**src/rtl/pit_controller.sv**
```systemverilog
// Programmable interval timer controller.
// Register-mapped down-counter with optional auto-reload. Expiry sets a
// sticky status flag, and that flag is gated by the interrupt enable to
// produce a level interrupt.
module pit_controller #(
  parameter int unsigned WIDTH = 32
) (
  input  logic             CLOCK,
  input  logic             RST_N,
  input  logic             WR_EN,
  input  logic             RD_EN,
  input  logic [1:0]       ADDR,
  input  logic [WIDTH-1:0] WDATA,
  output logic [WIDTH-1:0] RDATA,
  output logic             INTERRUPT,
  output logic [WIDTH-1:0] COUNT
);

  typedef enum logic [1:0] {
    S_IDLE,
    S_RUN,
    S_DONE
  } state_t;

  localparam logic [1:0] A_CONTROL = 2'd0;
  localparam logic [1:0] A_DELAY   = 2'd1;
  localparam logic [1:0] A_COUNT   = 2'd2;
  localparam logic [1:0] A_STATUS  = 2'd3;

  state_t           r_state;
  logic [2:0]       r_ctrl;     // [0] en, [1] ie, [2] reload
  logic [WIDTH-1:0] r_delay;
  logic [WIDTH-1:0] r_count;
  logic             r_expired;
  logic [WIDTH-1:0] r_rdata;

  logic             w_wr_ctrl;
  logic             w_wr_delay;
  logic             w_wr_status;
  logic             w_expire;
  logic [WIDTH-1:0] w_rd_mux;

  assign w_wr_ctrl   = WR_EN && (ADDR == A_CONTROL);
  assign w_wr_delay  = WR_EN && (ADDR == A_DELAY);
  assign w_wr_status = WR_EN && (ADDR == A_STATUS);

  // A CONTROL write on the same edge overrides the terminal count, so it
  // also suppresses the expiry that edge would otherwise have produced.
  assign w_expire = (r_state == S_RUN) && (r_count == WIDTH'(1)) && !w_wr_ctrl;

  // Sequencing state, control bits and the down-counter.
  always_ff @(posedge CLOCK or negedge RST_N) begin
    if (!RST_N) begin
      r_state <= S_IDLE;
      r_ctrl  <= '0;
      r_count <= '0;
    end else if (w_wr_ctrl) begin
      r_ctrl <= WDATA[2:0];
      if (WDATA[0] && (r_delay != '0)) begin
        r_state <= S_RUN;
        r_count <= r_delay;
      end else begin
        r_state <= S_IDLE;
      end
    end else begin
      case (r_state)
        S_RUN: begin
          if (w_expire) begin
            if (r_ctrl[2]) begin
              r_count <= r_delay;
            end else begin
              r_count <= '0;
              r_state <= S_DONE;
            end
          end else if (r_count != '0) begin
            r_count <= r_count - WIDTH'(1);
          end
        end
        S_IDLE:  r_state <= S_IDLE;
        S_DONE:  r_state <= S_DONE;
        default: r_state <= S_IDLE;
      endcase
    end
  end

  // Reload value; a change mid-run only takes effect at the next load.
  always_ff @(posedge CLOCK or negedge RST_N) begin
    if (!RST_N) begin
      r_delay <= '0;
    end else if (w_wr_delay) begin
      r_delay <= WDATA;
    end
  end

  // Sticky expiry flag with write-1-to-clear; a new expiry beats the clear.
  always_ff @(posedge CLOCK or negedge RST_N) begin
    if (!RST_N) begin
      r_expired <= 1'b0;
    end else if (w_expire) begin
      r_expired <= 1'b1;
    end else if (w_wr_status && WDATA[0]) begin
      r_expired <= 1'b0;
    end
  end

  // Read-data select from the current register contents.
  always_comb begin
    w_rd_mux = '0;
    case (ADDR)
      A_CONTROL: w_rd_mux = {{(WIDTH-3){1'b0}}, r_ctrl};
      A_DELAY:   w_rd_mux = r_delay;
      A_COUNT:   w_rd_mux = r_count;
      A_STATUS:  w_rd_mux = {{(WIDTH-1){1'b0}}, r_expired};
      default:   w_rd_mux = '0;
    endcase
  end

  // Registered read data, held between reads.
  always_ff @(posedge CLOCK or negedge RST_N) begin
    if (!RST_N) begin
      r_rdata <= '0;
    end else if (RD_EN) begin
      r_rdata <= w_rd_mux;
    end
  end

  assign RDATA     = r_rdata;
  assign COUNT     = r_count;
  assign INTERRUPT = r_expired & r_ctrl[1];

endmodule

```
**config.mk**
```make
export PLATFORM = sky130hd
export DESIGN_NAME = pit_controller
export DESIGN_NICKNAME = d
export VERILOG_FILES = /design/src/rtl/pit_controller.sv
export SDC_FILE = /design/constraint.sdc
export NUM_CORES = 1
export LEC_CHECK = 0
export CORE_AREA = 2 2 84 147
export DETAILED_ROUTE_END_ITERATION = 16
export DIE_AREA = 0 0 86 149
export PLACE_DENSITY = 0.73
export SLEW_MARGIN = 0
export SYNTH_ARGS = -nofsm -noshare
export SYNTH_HDL_FRONTEND = slang
export SYNTH_SLANG_ARGS = --single-unit
```
**constraint.sdc**
```tcl
create_clock -name CLOCK -period 2.5 [get_ports CLOCK]
set_input_delay 0.375 -clock CLOCK [delete_from_list [all_inputs] [get_ports CLOCK]]
set_output_delay 0.375 -clock CLOCK [all_outputs]
set_load 0.005 [all_outputs]
```
==> job_summary.md <==
## Synthesis and layout report

| Metric | Value |
|---|---|
| Status | `finished with violations` |
| Failing checks | `hold timing` |
| Worst reg2reg startpoint | `COUNT[19]` |
| Initial antenna violation count | `0` |
| CP Capture Type | `register` |
| Biggest combinational cell group after synthesis | `AND-OR/OR-AND gates` |
| Layout cell share with drive strength beyond 1 | `21.29%` |
| PortBufs | `102` |
| Sw frac | `33.66%` |
| Main synth FF type | `dfrtp_1` |
| R2R depth | `8` |
| Sequential power share | `between 40% and 50%` |
| Post-synth EDFFs | `0` |
| Final net count | `roughly 690` |
| Total leakage power | `2.860 nW` |
| Vias in the first global route | `4977` |
| Root Buffer | `clkbuf_16` |
| # Post-CTS Setup Buffers | `0` |
| Synth Area in Adders | `0.7282%` |
| Post-Syn Area | `just over 0.005 mm2` |
| Reg2Reg Setup Slack | `0.01 ns` |
| Hold bufs inserted after CTS | `0` |
| Register share after synthesis | `approximately half` |
| Latency at later pin | `0.36 ns` |
| CTS tree | `yes` |
| Reg2reg end | `COUNT[17]` |
| Cells in synth_stat.txt | `511` |
| Max Fclk | `0.4016 GHz` |
| Area reported by Yosys stat | `0.005155 mm2` |
| Final hold violation count | `2` |
| Final max-slew violation count | `0` |
| Count leader, synth | `dfrtp_1` |
| Crit path DRT | `2.78 ns` |
| Worst hold path type | `in -> async` |
| Via density | `6.120` |
| Most numerous logic cell after layout | `dfrtp_1` |
| Pwr/cell area | `804.8 mW/mm2` |
| WHS | `-0.005333 ns` |
| Drt first-iter violations | `about 480` |
| Site row count | `53` |
| Cell variety after synth | `49` |
| Fin Setup TNS | `0 ns` |
| Cell taking the most area after synthesis | `dfrtp_1` |
| Largest net degree at the start of global routing | `39` |
==> how the worst max path moves through the flow <==
| stage | start | end | slack (ns) |
|---|---|---|---|
| CTS | COUNT[25] | COUNT[30] | 0.01 |
| global placement | COUNT[19] | COUNT[25] | 0.03 |
| detailed placement | COUNT[19] | COUNT[1] | -0.004 |
| finish | COUNT[19] | COUNT[17] | 0.01 |
| global route | COUNT[19] | COUNT[20] | -0.01 |
| floorplan | COUNT[16] | COUNT[13] | -0.08 |
==> layout make-up <==
cell class / count / area, um2
Tap cell: 137 / 171.4
Fill cell: 987 / 4622
Clock inverter: 6 / 36.28
Timing Repair Buffer: 164 / 1618
Inverter: 19 / 71.32
Clock buffer: 10 / 239.0
Multi-Input combinational cell: 352 / 2426
Sequential cell: 102 / 2554
==> power by group through the flow <==
stage,registers (mW),clock network [mW],logic (mW)
after floorplan,2.36,0,0.818
after global placement,2.40,0,1.88
after detailed placement,2.41,0,1.92
after CTS,2.38,1.35,1.94
after global routing,2.43,1.41,2.19
final,2.40,1.33,2.00
==> per-stage QoR <==
stage | hold WS (ns) | util (%) | cell area [um2] | cells
detailed placement | 0.3900 | 56.93 | 6683 | 768
floorplan | 0.07941 | - | 5190 | 511
CTS | 0.01347 | 59.38 | 6969 | 784
global route | 0.02767 | 60.62 | 7116 | 790
global placement | 0.3842 | 56.93 | 6683 | 768
finish | -0.005333 | 60.62 | 7116 | 790
==> layer usage <==
metal	wire length, um	global-route usage, %	part of all wire [%]	up-vias
met1	6289	31.64	38	2395
met4	687	12.22	4.1	0
met5	0	0	0	-
met2	8848	47.29	53	191
met3	807	3.929	4.9	53
li1	-	-	-	2196
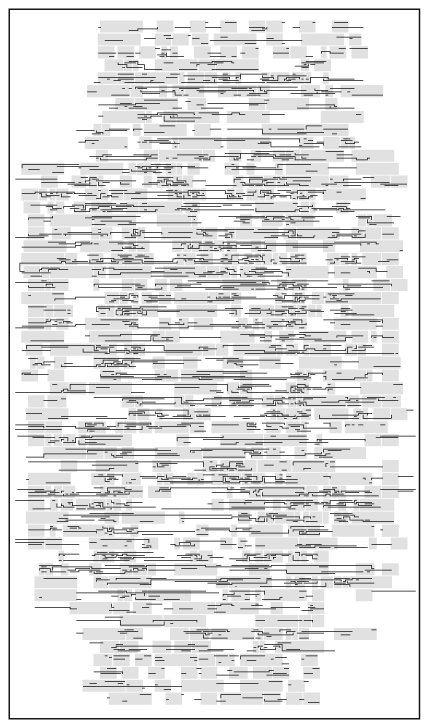
(met1 routing)
longest straight run = 36.8 um
share of all routed wire = 38%
main direction = horizontal
nets with wire on the layer = 618

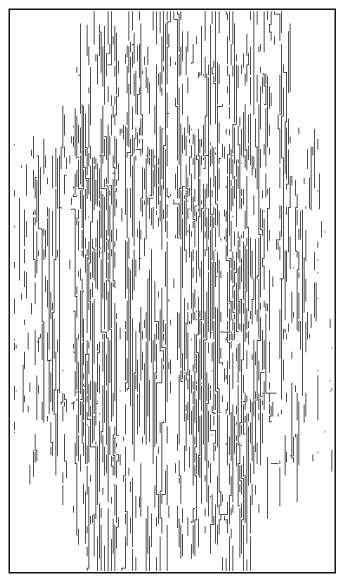
(signal wires on met2)
nets with wire on the layer = 599
share of all routed wire = 53%
longest straight run = 62.9 um

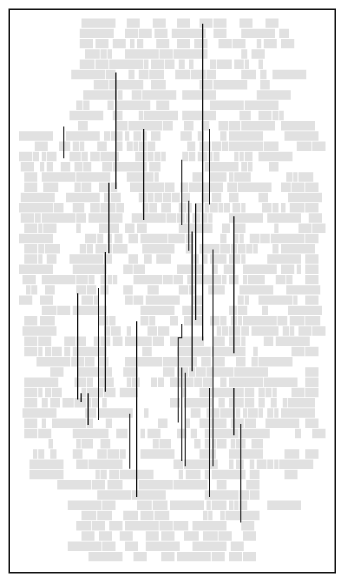
(met4 routing)
main direction = vertical
share of all routed wire = 4.1%
longest straight run = 83.6 um
nets with wire on the layer = 21
wire length on this layer = 687 um

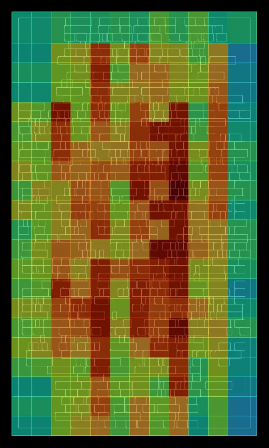
(track usage over the die)
GRT Max-Usage Layer: met2
routed len/inst: 21.05 um
Final Util: 60.62%
grt met3 use: 3.929%

Power figures rest on the tool's default switching activity, not on a simulated workload.
